$ cat src/rtl/pc_unit.sv
// Program-counter unit: fetch increment, write-back redirect, stall, trap entry/return
// with EPC, and a circular return-address stack for call/return prediction.
module pc_unit #(
  parameter int unsigned XLEN      = 32,
  parameter int unsigned PHASES    = 5,
  parameter int unsigned F_IDX     = 0,
  parameter int unsigned W_IDX     = 4,
  parameter int unsigned INC       = 4,
  parameter logic [XLEN-1:0] RESET_VEC = '0,
  parameter logic [XLEN-1:0] TRAP_VEC  = XLEN'('h80),
  parameter int unsigned RAS_DEPTH = 4
) (
  input  logic                           clk,
  input  logic                           n_rst,
  input  logic [PHASES-1:0]              phase,
  input  logic                           stall,
  input  logic                           ct_taken,
  input  logic [XLEN-1:0]                dr,
  input  logic                           call,
  input  logic                           ret,
  input  logic                           trap,
  input  logic                           eret,
  output logic [XLEN-1:0]                pc,
  output logic [XLEN-1:0]                epc,
  output logic [$clog2(RAS_DEPTH+1)-1:0] ras_cnt,
  output logic                           ras_ovf,
  output logic                           ras_unf
);

  localparam int unsigned PW = $clog2(RAS_DEPTH);
  localparam int unsigned CW = $clog2(RAS_DEPTH+1);
  localparam logic [PHASES-1:0] F_MASK = PHASES'(1) << F_IDX;
  localparam logic [PHASES-1:0] W_MASK = PHASES'(1) << W_IDX;

  logic [XLEN-1:0] r_pc;
  logic [XLEN-1:0] r_epc;
  logic [XLEN-1:0] r_ras [RAS_DEPTH];
  logic [PW-1:0]   r_sp;
  logic [CW-1:0]   r_cnt;
  logic            r_ovf;
  logic            r_unf;

  logic            w_is_f;
  logic            w_is_w;
  logic [PW-1:0]   w_sp_inc;
  logic [PW-1:0]   w_sp_dec;
  logic [XLEN-1:0] w_top;
  logic            w_empty;
  logic            w_full;

  logic [XLEN-1:0] w_pc_nxt;
  logic [XLEN-1:0] w_epc_nxt;
  logic [PW-1:0]   w_sp_nxt;
  logic [CW-1:0]   w_cnt_nxt;
  logic            w_ras_we;
  logic [PW-1:0]   w_ras_idx;
  logic [XLEN-1:0] w_ras_wd;
  logic            w_ovf_set;
  logic            w_unf_set;

  assign w_is_f   = |(phase & F_MASK);
  assign w_is_w   = |(phase & W_MASK);
  assign w_sp_inc = (r_sp == PW'(RAS_DEPTH-1)) ? '0 : r_sp + PW'(1);
  assign w_sp_dec = (r_sp == '0) ? PW'(RAS_DEPTH-1) : r_sp - PW'(1);
  assign w_top    = r_ras[r_sp];
  assign w_empty  = (r_cnt == '0);
  assign w_full   = (r_cnt == CW'(RAS_DEPTH));

  always_comb begin
    w_pc_nxt  = r_pc;
    w_epc_nxt = r_epc;
    w_sp_nxt  = r_sp;
    w_cnt_nxt = r_cnt;
    w_ras_we  = 1'b0;
    w_ras_idx = r_sp;
    w_ras_wd  = r_pc;
    w_ovf_set = 1'b0;
    w_unf_set = 1'b0;
    if (trap) begin
      w_epc_nxt = r_pc;
      w_pc_nxt  = TRAP_VEC;
    end else if (stall) begin
      w_pc_nxt = r_pc;
    end else if (w_is_f) begin
      w_pc_nxt = r_pc + XLEN'(INC);
    end else if (w_is_w) begin
      if (eret) begin
        w_pc_nxt = r_epc;
      end else if (ct_taken) begin
        if (ret && !w_empty) begin
          w_pc_nxt = w_top;
          if (call) begin
            w_ras_we = 1'b1;
          end else begin
            w_sp_nxt  = w_sp_dec;
            w_cnt_nxt = r_cnt - CW'(1);
          end
        end else if (call) begin
          // Push slot is always sp+1; when full this lands on the oldest entry.
          w_pc_nxt  = dr;
          w_sp_nxt  = w_sp_inc;
          w_ras_we  = 1'b1;
          w_ras_idx = w_sp_inc;
          w_unf_set = ret;
          if (w_full) w_ovf_set = 1'b1;
          else        w_cnt_nxt = r_cnt + CW'(1);
        end else begin
          w_pc_nxt  = dr;
          w_unf_set = ret;
        end
      end
    end
  end

  always_ff @(posedge clk or negedge n_rst) begin
    if (!n_rst) begin
      r_pc  <= RESET_VEC;
      r_epc <= '0;
      r_sp  <= '0;
      r_cnt <= '0;
      r_ovf <= 1'b0;
      r_unf <= 1'b0;
      for (int unsigned i = 0; i < RAS_DEPTH; i++) r_ras[i] <= '0;
    end else begin
      r_pc  <= w_pc_nxt;
      r_epc <= w_epc_nxt;
      r_sp  <= w_sp_nxt;
      r_cnt <= w_cnt_nxt;
      r_ovf <= r_ovf | w_ovf_set;
      r_unf <= r_unf | w_unf_set;
      if (w_ras_we) r_ras[w_ras_idx] <= w_ras_wd;
    end
  end

  assign pc      = r_pc;
  assign epc     = r_epc;
  assign ras_cnt = r_cnt;
  assign ras_ovf = r_ovf;
  assign ras_unf = r_unf;

endmodule
$ cat config.mk
export PLATFORM = sky130hd
export DESIGN_NAME = pc_unit
export DESIGN_NICKNAME = d
export VERILOG_FILES = /design/src/rtl/pc_unit.sv
export SDC_FILE = /design/constraint.sdc
export NUM_CORES = 1
export LEC_CHECK = 0
export CAP_MARGIN = 40
export CORE_MARGIN = 4
export CORE_UTILIZATION = 40
export CTS_CLUSTER_DIAMETER = 50
export DETAILED_ROUTE_END_ITERATION = 8
export HOLD_SLACK_MARGIN = 0.06
export PLACE_DENSITY = 0.56
export SETUP_SLACK_MARGIN = 0.3
export SYNTH_ARGS = -nofsm -noshare
export SYNTH_HDL_FRONTEND = slang
export SYNTH_SLANG_ARGS = --single-unit
$ cat constraint.sdc
create_clock -name clk -period 6.4 [get_ports clk]
set_input_delay 0.96 -clock clk [delete_from_list [all_inputs] [get_ports clk]]
set_output_delay 0.96 -clock clk [all_outputs]
set_load 0.005 [all_outputs]
==> flow_results.xml <==
<?xml version="1.0" encoding="UTF-8"?>
<metrics>
  <group name="sta">
    <metric name="final-setup-viol-count" unit="">0</metric>
    <metric name="timing_max_transition_violations_final" unit="">0</metric>
    <metric name="post_layout_minimum_cycle_time" unit="ns">3.644</metric>
    <metric name="setup_repair_after_global_routing_missed_its_margin" unit="">no</metric>
    <metric name="fmax" unit="MHz">274.4</metric>
    <metric name="tightestPinTransition" unit="ns">0.8866</metric>
    <metric name="skew" unit="ns">0.01405</metric>
  </group>
  <group name="cts">
    <metric name="cts_max_path_buffers" unit="">2</metric>
    <metric name="clockRootBuffer" unit="">clkbuf_16</metric>
    <metric name="clock.latency.late_pin" unit="ns">0.43</metric>
    <metric name="cts_tree" unit="">yes</metric>
    <metric name="cts-resized-gates" unit="">0</metric>
    <metric name="cts_hold_buffers" unit="">0</metric>
    <metric name="cts_num_sinks" unit="">199</metric>
    <metric name="path_clk_slew" unit="ns">0.08</metric>
    <metric name="post_cts.repair.setup_buffers" unit="">0</metric>
  </group>
  <group name="floorplanning">
    <metric name="io_pins" unit="">114</metric>
    <metric name="row_count" unit="">58</metric>
    <metric name="total_die_area" unit="µm²">28100</metric>
    <metric name="core_region_area" unit="µm²">25110</metric>
  </group>
  <group name="yosys">
    <metric name="mappedNetlistNets" unit="">870</metric>
    <metric name="simple_gate_share" unit="%">8.555</metric>
    <metric name="synth_area_leader_cell" unit="">dfrtp_1</metric>
    <metric name="synth.cellmix.compoundShare" unit="%">9.807</metric>
    <metric name="top_cell_area_share" unit="%">48.85</metric>
    <metric name="ys.flops" unit="">199</metric>
    <metric name="yosys_most_used_dff" unit="">dfrtp_1</metric>
    <metric name="synth_area" unit="µm²">10190</metric>
    <metric name="synth_adder_area_share" unit="%">0.3682</metric>
    <metric name="synth.yosys.num_cells" unit="">822</metric>
  </group>
  <group name="layout">
    <metric name="area_growth" unit="%">18.79</metric>
    <metric name="antenna_diode_count" unit="">0</metric>
    <metric name="finish.utilization" unit="%">48.23</metric>
  </group>
  <group name="global_routing">
    <metric name="grt_start_max_net_pins" unit="">92</metric>
    <metric name="antenna_found_initial" unit="">0</metric>
    <metric name="wire_length_of_the_first_global_routing_pass" unit="µm">42570</metric>
    <metric name="vias_in_the_first_global_route" unit="">7044</metric>
  </group>
  <group name="detailed_routing">
    <metric name="detail_route.first_pass.iterations" unit="">5</metric>
    <metric name="antenna_violating_nets_post_route" unit="">0</metric>
    <metric name="drt_drc_violations_left" unit="">0</metric>
    <metric name="via_per_inst" unit="">5.667</metric>
  </group>
  <group name="place">
    <metric name="pre_cts_slack" unit="ns">2.302</metric>
    <metric name="placed_cell_area" unit="µm²">11510</metric>
    <metric name="finalWeightedCongestion" unit="">0.7447</metric>
  </group>
  <group name="status">
    <metric name="outcome" unit="">finished clean</metric>
  </group>
  <group name="worst_setup_path">
    <metric name="critPathRequiredTime" unit="ns">6.71</metric>
    <metric name="worst-setup-path-type" unit="">in2reg</metric>
    <metric name="r2r_end" unit="">r_ras[43]</metric>
    <metric name="setup.worst_path.start_class" unit="">primary input</metric>
    <metric name="critical_path_maximum_fanout" unit="">41</metric>
  </group>
  <group name="power_and_ir_drop">
    <metric name="irDropWorstVdd" unit="mV">0.1703</metric>
    <metric name="power" unit="mW">2.996</metric>
  </group>
  <group name="hold_path">
    <metric name="hold_class" unit="">in2async</metric>
  </group>
</metrics>
## synthesized netlist by cell type (3+ instances only)
cell      count
nand4_1      13
o311ai_0      7
clkbuf_1     32
buf_4         8
mux2_4       60
dfrtp_1     199
nor4_1        3
o221ai_1      9
o22ai_1       5
nand3_1      24
nor2_1       21
ha_1          3
mux2_1        4
o211ai_1     15
and4_1        5
nand2_1      78
a41oi_1       3
inv_1         9
buf_6        10
buf_2        15
a21o_1        3
a21oi_1      50
mux2i_1       4
a31oi_1       8
and3_1        4
mux2_2       99
or3_1         5
nor3_1        9
mux4_2       32
o21ai_0      26
buf_1        10
## how the worst max path moves through the flow
stage          cells past startpoint  slack [ns]          to  startpoint
2_1_floorplan                      9        3.89   r_ras[66]       stall
3_3_place_gp                       8        2.17  r_ras[125]        eret
3_5_place_dp                       8        2.30   r_ras[43]        eret
4_1_cts                            8        2.75   r_ras[43]        eret
5_1_grt                            8        2.61   r_ras[63]        eret
6_report                           8        2.76   r_ras[43]        eret
## worst max-delay path, cell delays in order
cell and delay, ns:
clkdlybuf4s50_1 0.40, buf_4 0.28, nor2_1 0.29, and4_1 0.40, nand2_2 0.16, a21oi_4 0.66, buf_4 0.39, mux2_2 0.37
## report_power, final
| part | internal, mW | leakage, nW | switching (mW) |
|---|---|---|---|
| Sequential | 1.31 | 2.75 | 0.0823 |
| Combinational | 0.232 | 2.40 | 0.264 |
| Clock | 0.597 | 0.283 | 0.513 |
## stage by stage
stage | instances | hold WS, ns
floorplan | 822 | 0.4524
global placement | 1202 | 0.4505
detailed placement | 1205 | 0.4608
CTS | 1237 | 0.4028
global route | 1237 | 0.4118
finish | 1237 | 0.4091
## cells by family (layout without fill, tap and decap cells)
logic type               Yosys count  after routing
AND-OR/OR-AND                    153            153
XOR/XNOR                           4              4
flip-flops                       199            199
buffers and inverters             86            171
multiplexers                     199            199
adder cells (fa/ha/maj)            3              3
AND/OR/NAND/NOR                  178            178
## cell usage in the layout (no fill, tap or decap), drive strengths merged, types with 3 or more instances in the layout
cell type / count
nor4: 5
and3: 4
nand4: 13
inv: 14
a21o: 3
o21ai: 28
a41oi: 3
a21oi: 52
o311ai: 7
clkinvlp: 4
nand3: 24
ha: 3
o22ai: 5
buf: 20
clkdlybuf4s50: 108
nor3: 11
dfrtp: 199
and4: 5
nand2: 79
mux2i: 4
o211ai: 15
mux4: 32
mux2: 163
o221ai: 9
clkinv: 4
clkbuf: 19
a31oi: 8
or3: 5
nor2: 22
## per-layer routing
metal	track usage, %	vias up	part of all wire (%)
met2	30.08	151	48
met4	3.776	0	0.79
met3	2.691	15	3.7
li1	-	3207	-
met1	28.40	3637	48
met5	0	-	0
## state kept, by name, summed over array words and instances, names as in the netlist
name and flops:
r_ras 128, ras_ovf 1, r_sp 2, epc 32, ras_cnt 3, pc 32, ras_unf 1
## layout make-up
cell class                 instances  share of cell area [%]
sequential                       199                   41.13
multi-input combinational        537                   39.66
timing repair buffer             129                   10.53
clock buffer                      18                   3.627
tap                              330                   3.410
clock inverter                    14                   1.333
inverter                          10                  0.3100
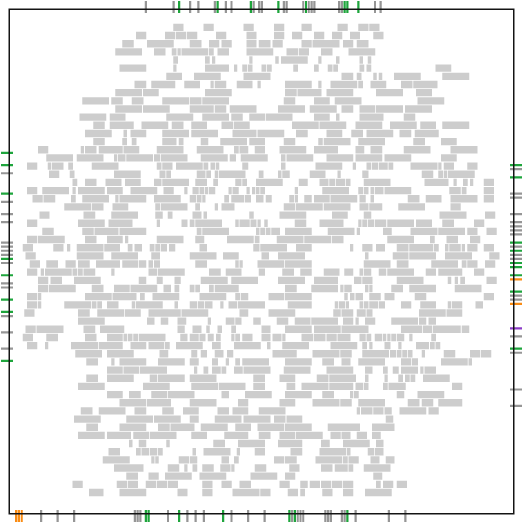
(images/pinout.png)
Scale: 3 px per µm. Pins as bars across the die edge, other pins in gray.
Key: orange = phase [pins 5, direction input, edge 3 bottom, 2 right]; purple = stall [pins 1, direction input, edge right]; green = dr [pins 32, direction input, edge 9 right, 8 top, 8 left, 7 bottom]
All pins by edge: 35 bottom, 29 right, 28 top, 22 left.
total of buffers placed on input and output ports: 110
Die Height: 167.6 µm
Die W: 167.6 µm

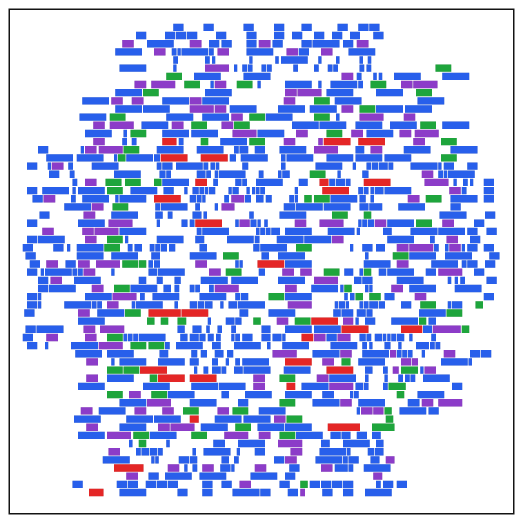
(images/sizing.png)
Scale: 3 px per µm.
Key: red = x6 and larger [cells 28, most used clkbuf_16]; green = x3 and x4 [cells 87, most used mux2_4]; purple = x2 [cells 147, most used mux2_2]; blue = x1 and smaller [cells 645, most used dfrtp_1]
setup slack of the critical path after layout: 2.756 ns
non-clock buffer instance count of the final layout: 129
post-route standard cell area excluding fillers: 12,110 µm²

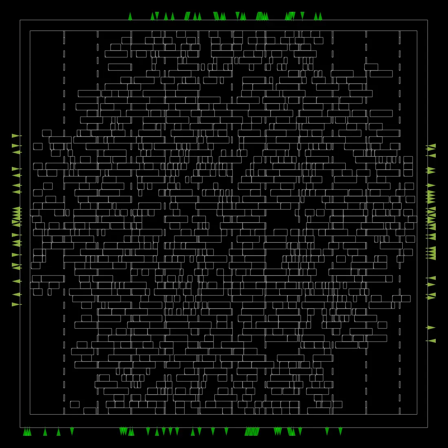
(images/placed.png)
n_taps: 330
Filler cells: 2,309

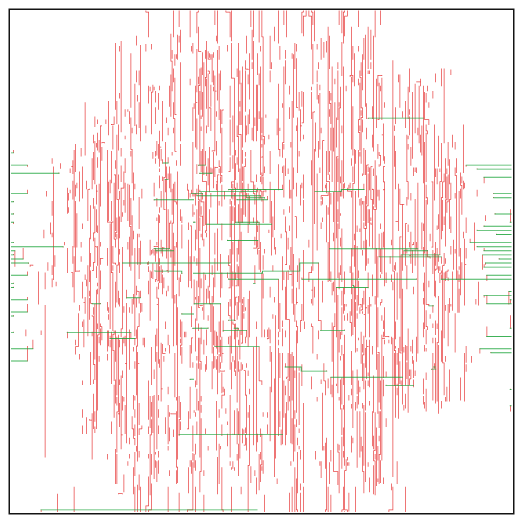
(images/layers.png)
Scale: 3 px per µm. Two of the layers only.
Key: red = M2 [wire length 12,500 µm]; green = M3 [wire length 968 µm]
wire length after detailed routing: 26,210 µm
overall routing resource usage: 19.07%
routed via count: 7,010
detailed-route wire length per cell: 21.19 µm

Power figures rest on the tool's default switching activity, not on a simulated workload.
